`config.mk`:
```
export PLATFORM = sky130hd
export DESIGN_NAME = fetch_unit
export DESIGN_NICKNAME = d
export VERILOG_FILES = /design/src/rtl/fetch_unit.sv
export SDC_FILE = /design/constraint.sdc
export NUM_CORES = 1
export LEC_CHECK = 0
export CORE_ASPECT_RATIO = 1.25
export CORE_UTILIZATION = 51
export DETAILED_ROUTE_END_ITERATION = 8
export PLACE_DENSITY = 0.84
export SLEW_MARGIN = 10
export SYNTH_ARGS = -nofsm -noshare
export SYNTH_HDL_FRONTEND = slang
export SYNTH_SLANG_ARGS = --single-unit
export TNS_END_PERCENT = 10
```
`constraint.sdc`:
```
create_clock -name clk -period 2.25 [get_ports clk]
set_input_delay 0.3375 -clock clk [delete_from_list [all_inputs] [get_ports clk]]
set_output_delay 0.3375 -clock clk [all_outputs]
set_load 0.01 [all_outputs]
```
`src/rtl/fetch_unit.sv`:
```
// -----------------------------------------------------------------------------
// fetch_unit
//   Instruction fetch stage. Owns the program counter, drives a combinational
//   byte-addressed instruction memory and captures {pc, instr} pairs into a
//   small prefetch FIFO that is handed to decode over a valid/ready handshake.
//   A taken branch/jump (redirect) reloads the PC and flushes the FIFO.
//
// Optional feature (compile-time macro MISALIGN_TRAP_EN):
//   defined   - a redirect to a non word-aligned target loads the PC as given,
//               raises a sticky halt (no further fetch) and fetch_misaligned;
//               a later aligned redirect clears both.
//   undefined - redirect targets are forced word-aligned; fetch_misaligned = 0.
//
// Ports
//   clk, rst_n        clock, asynchronous active-low reset
//   imem_pc           address to instruction memory (current PC)
//   imem_instr        instruction returned combinationally for imem_pc
//   redirect_valid    branch/jump taken this cycle
//   redirect_pc       redirect target
//   out_valid         head entry valid for decode
//   out_ready         decode accepts head entry
//   out_pc, out_instr head entry contents (0 when the FIFO is empty)
//   fetch_misaligned  misaligned redirect trap flag
// -----------------------------------------------------------------------------
module fetch_unit #(
    parameter int                       ADDRESS_WIDTH = 32,
    parameter logic [ADDRESS_WIDTH-1:0] RESET_PC      = 32'hBFC00000,
    parameter int                       DEPTH         = 2
) (
    input  logic                     clk,
    input  logic                     rst_n,
    output logic [ADDRESS_WIDTH-1:0] imem_pc,
    input  logic [31:0]              imem_instr,
    input  logic                     redirect_valid,
    input  logic [ADDRESS_WIDTH-1:0] redirect_pc,
    output logic                     out_valid,
    input  logic                     out_ready,
    output logic [ADDRESS_WIDTH-1:0] out_pc,
    output logic [31:0]              out_instr,
    output logic                     fetch_misaligned
);

    localparam int               PTR_W   = $clog2(DEPTH);
    localparam int               CNT_W   = PTR_W + 1;
    localparam logic [CNT_W-1:0] DEPTH_C = CNT_W'(DEPTH);

    logic [ADDRESS_WIDTH-1:0] pc_q, pc_d;
    logic [CNT_W-1:0]         count_q, count_d;
    logic [PTR_W-1:0]         rd_ptr_q, rd_ptr_d;
    logic [PTR_W-1:0]         wr_ptr_q, wr_ptr_d;
    logic [ADDRESS_WIDTH-1:0] ent_pc_q    [DEPTH];
    logic [ADDRESS_WIDTH-1:0] ent_pc_d    [DEPTH];
    logic [31:0]              ent_instr_q [DEPTH];
    logic [31:0]              ent_instr_d [DEPTH];

    logic                     not_empty;
    logic                     push;
    logic                     pop;
    logic                     halted;
    logic [ADDRESS_WIDTH-1:0] redirect_target;

`ifdef MISALIGN_TRAP_EN
    logic halted_q, halted_d;
    logic redirect_misaligned;

    assign redirect_misaligned = (redirect_pc[1:0] != 2'b00);
    assign redirect_target     = redirect_pc;
    assign halted              = halted_q;
    assign fetch_misaligned    = halted_q;

    // The trap flag is simply the sticky halt: set by a misaligned redirect,
    // cleared by an aligned one, untouched otherwise.
    always_comb begin
        halted_d = halted_q;
        if (redirect_valid) begin
            halted_d = redirect_misaligned;
        end
    end

    always_ff @(posedge clk or negedge rst_n) begin
        if (!rst_n) begin
            halted_q <= 1'b0;
        end else begin
            halted_q <= halted_d;
        end
    end
`else
    // Drop the low two address bits so fetch always stays word-aligned.
    assign redirect_target  = redirect_pc & ~ADDRESS_WIDTH'(3);
    assign halted           = 1'b0;
    assign fetch_misaligned = 1'b0;
`endif

    assign imem_pc   = pc_q;
    assign not_empty = (count_q != '0);
    // A redirect voids the head entry for this cycle, so no pop can happen.
    assign out_valid = not_empty & ~redirect_valid;
    assign out_pc    = not_empty ? ent_pc_q[rd_ptr_q]    : '0;
    assign out_instr = not_empty ? ent_instr_q[rd_ptr_q] : '0;
    assign pop       = out_valid & out_ready;
    // A full FIFO can still accept a new entry when the head leaves this cycle.
    assign push      = ~redirect_valid & ~halted & ((count_q < DEPTH_C) | pop);

    always_comb begin
        // NOTE: every signal assigned here gets a default first; a path that
        // leaves one unassigned would infer a latch.
        pc_d        = pc_q;
        count_d     = count_q;
        rd_ptr_d    = rd_ptr_q;
        wr_ptr_d    = wr_ptr_q;
        ent_pc_d    = ent_pc_q;
        ent_instr_d = ent_instr_q;

        if (redirect_valid) begin
            pc_d     = redirect_target;
            count_d  = '0;
            rd_ptr_d = '0;
            wr_ptr_d = '0;
        end else begin
            if (push) begin
                ent_pc_d[wr_ptr_q]    = pc_q;
                ent_instr_d[wr_ptr_q] = imem_instr;
                wr_ptr_d              = wr_ptr_q + PTR_W'(1);
                pc_d                  = pc_q + ADDRESS_WIDTH'(4);
            end
            if (pop) begin
                rd_ptr_d = rd_ptr_q + PTR_W'(1);
            end
            // Pointers wrap naturally because DEPTH is a power of two.
            unique case ({push, pop})
                2'b10:   count_d = count_q + CNT_W'(1);
                2'b01:   count_d = count_q - CNT_W'(1);
                default: count_d = count_q;
            endcase
        end
    end

    always_ff @(posedge clk or negedge rst_n) begin
        if (!rst_n) begin
            pc_q     <= RESET_PC;
            count_q  <= '0;
            rd_ptr_q <= '0;
            wr_ptr_q <= '0;
            // NOTE: entry storage is reset as well, so the head mux never
            // exposes X after reset and the array stays ordinary flops.
            for (int i = 0; i < DEPTH; i++) begin
                ent_pc_q[i]    <= '0;
                ent_instr_q[i] <= '0;
            end
        end else begin
            // NOTE: non-blocking assignments keep every flop sampling the
            // pre-edge values, independent of statement order.
            pc_q        <= pc_d;
            count_q     <= count_d;
            rd_ptr_q    <= rd_ptr_d;
            wr_ptr_q    <= wr_ptr_d;
            ent_pc_q    <= ent_pc_d;
            ent_instr_q <= ent_instr_d;
        end
    end

endmodule
```
==> results_dict.tcl <==
# collected from the flow reports
set metrics [dict create \
    power_combinational_uw 2140 \
    final_wtd_congestion 0.831 \
    drt_first_pass_iters 4 \
    worst-endpoint-arrival_ns 1.85 \
    timing.critical_path.required_ns 1.91 \
    cts.repair_timing.setup_buffer_count 1 \
    grt_setup_unrepaired "false" \
    synth.lib_cells_used.distinct 41 \
    worst_path_clk_slew_ns 0.05 \
    finalInstanceArea_sq_um 10100 \
    maxClockFrequency_mhz 456 \
    postLayoutCoreUtil_pct 70.0 \
    setup_total_negative_slack_ns 0 \
    use_met2_pct 41.3 \
    yosys_cells 622 \
    crit_path_frequent_cell "sky130_fd_sc_hd__buf_12" \
    cellInternalPower_uw 6590 \
    clkPwrFrac_pct 33.1 \
    initial_utilization_pct 52.4 \
    routed_wire_length_per_instance_microns 18.1 \
    total_leakage_power_uw 0.00435 \
    yosysWarnings 0 \
    cts_tree "done" \
    drv_slew 0 \
    area.growth.synth_to_final_pct 33.5 \
    startpoint_type "register" \
    detail_route.drc_violations 0 \
    drt_wl_total_microns 17700 \
    clock.latency.late_pin_ns 0.42 \
    family_with_the_most_delay_on_the_worst_path "buffers and inverters" \
    hold_path.class "input port to register" \
    skew_ns 0.00537 \
    stage_log_warnings 29 \
    antennaDiodeCount 0 \
    status "completed" \
    placement.cell_area_sq_um 9450 \
    power_density_nw_per_um2 891 \
    postSynthSeqShare_pct 52.5 \
    period_minus_slack_ns 2.19 \
    post-synth-top-area-cell "sky130_fd_sc_hd__dfrtp_1" \
    tritoncts_num_sinks 158 \
    ys.flops 158 \
    synth-edff-count 0 \
    hold_viol 0 \
    via_count_of_the_first_global_routing_pass 5720 \
    yosys.area.top_type_share_pct 49.4 \
    ctsHoldBuffers 1 \
    largest_register "ent_instr_q" \
    largest_net_degree_at_the_start_of_global_routing 56 \
    grt_pass1_wl_microns 29000 \
    finalNetCount 860 \
    crit_slowest_cell "sky130_fd_sc_hd__dfrtp_4" \
    top_cells_by_area "sky130_fd_sc_hd__dfrtp_1 49%, sky130_fd_sc_hd__mux2_2 18%, sky130_fd_sc_hd__mux2i_1 8.5%, sky130_fd_sc_hd__nor2_1 3.5%, sky130_fd_sc_hd__dfstp_2 3.1%" \
    place_worst_setup_slack_ns 0.0549 \
    worst-setup-path-type "register to output port" \
    setup_viol 0 \
    number_of_flip_flops_under_the_largest_register_name 64 \
]
==> placed cells by master, fill, tap and decap left out, drive strengths merged, types with 7 or more instances in the layout <==
master	netlist	routed
nor2	70	70
nor3	12	12
buf	28	29
mux2	123	123
nand2	43	43
o21ai	31	31
nor4	8	8
dfrtp	149	149
clkbuf	11	25
mux2i	64	64
dfstp	9	9
nand3	13	13
xor2	7	7
xnor2	23	23
dlygate4sd2	0	61
clkdlybuf4s50	0	94
==> Yosys cell counts, drive strengths merged, types with 3 or more instances <==
cell	n
o21ai	31
and4	4
mux2	123
nor3	12
buf	28
clkbuf	11
nand3	13
inv	6
dfrtp	149
nand4	3
xor2	7
nor2	70
mux2i	64
nand2	43
and3	3
dfstp	9
nor4	8
xnor2	23
==> path summary, 6_finish.rpt <==
path / from / cells past startpoint / end / slack, ns
worst max-delay path: rd_ptr_q / 5 / out_pc[12] / 0.06
worst min-delay path: redirect_valid / 2 / rd_ptr_q / 0.38
worst max register to register: imem_pc[2] / 6 / imem_pc[16] / 0.40
worst min register to register: ent_pc_q[24] / 2 / ent_pc_q[24] / 0.50
max in group asynchronous: rst_n / 3 / ent_pc_q[42] / 1.11
min in group asynchronous: rst_n / 2 / ent_instr_q[5] / 0.41
==> kinds of logic after synthesis <==
group                      after synthesis  synth area share, %
adders and majority gates                1                0.166
DFF                                    158                 52.5
muxes                                  187                 26.8
xor gates and xnor gates                30                 3.48
and+or+nand+nor                        163                 11.1
AOI/OAI and AO/OA                       35                 2.44
other                                    1               0.0497
buffers and inverters                   47                 3.35
==> layout make-up <==
cell class | count | area (sq um)
clock buffers | 24 | 472
flip-flops and latches | 158 | 3970
fillers | 975 | 4330
inverters | 6 | 22.5
well taps | 178 | 223
clock inverters | 7 | 135
repair buffers | 187 | 1900
multi-input cells | 421 | 3360
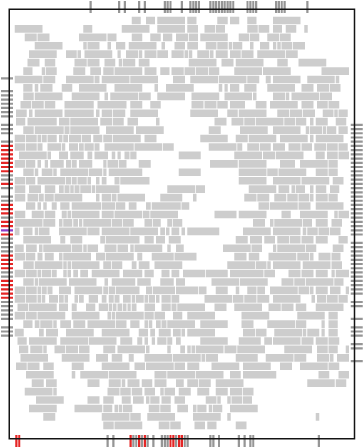
*Ports around the boundary*
Pins as bars across the die edge, other pins in grey.
[redirect_pc] red | pins: 32 | direction: input | edge: 23 west, 9 south
[redirect_valid] purple | pins: 1 | direction: input | edge: west
buffers added on ports: 158
Horiz. Die Dim: 111 microns
die outline height: 138 microns

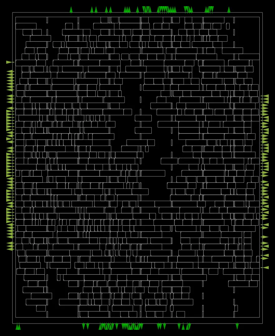
*Cell placement*
count of flip-flops and latches: 158
cell row count: 49
inserted tap cell count: 178
total core area: 14,400 sq um
sequential cell area share: 39.4%

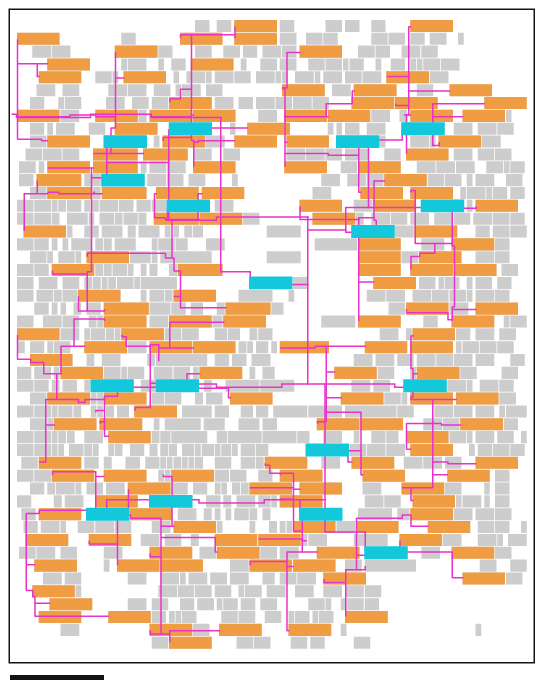
*Clock distribution*
Scale bar: 20 microns.
[clock wires] magenta | length: 1,770 microns
[clock drivers] cyan | count: 17
[flip-flops] orange | count: 158
flops lie: all over the die
routed clock nets: 18

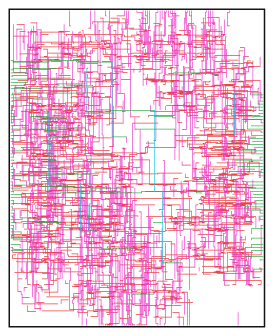
*Metal layers overlaid*
[metal 1] red | wire length: 7,310 microns
[metal 4] cyan | wire length: 278 microns
[metal 2] magenta | wire length: 9,070 microns
[metal 3] green | wire length: 1,070 microns

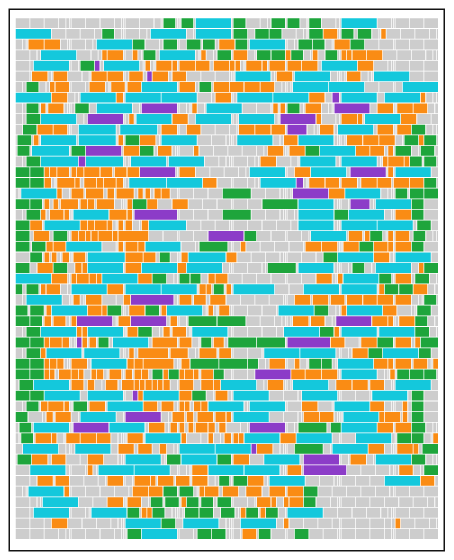
*Placement by cell class*
Fill, decap, tap and diode cells in grey.
[sequential cells] cyan | cells: 158
[clock drivers and dummy loads] purple | cells: 31
[combinational and other logic] orange | cells: 427
[remaining buffers and delay cells] green | cells: 187

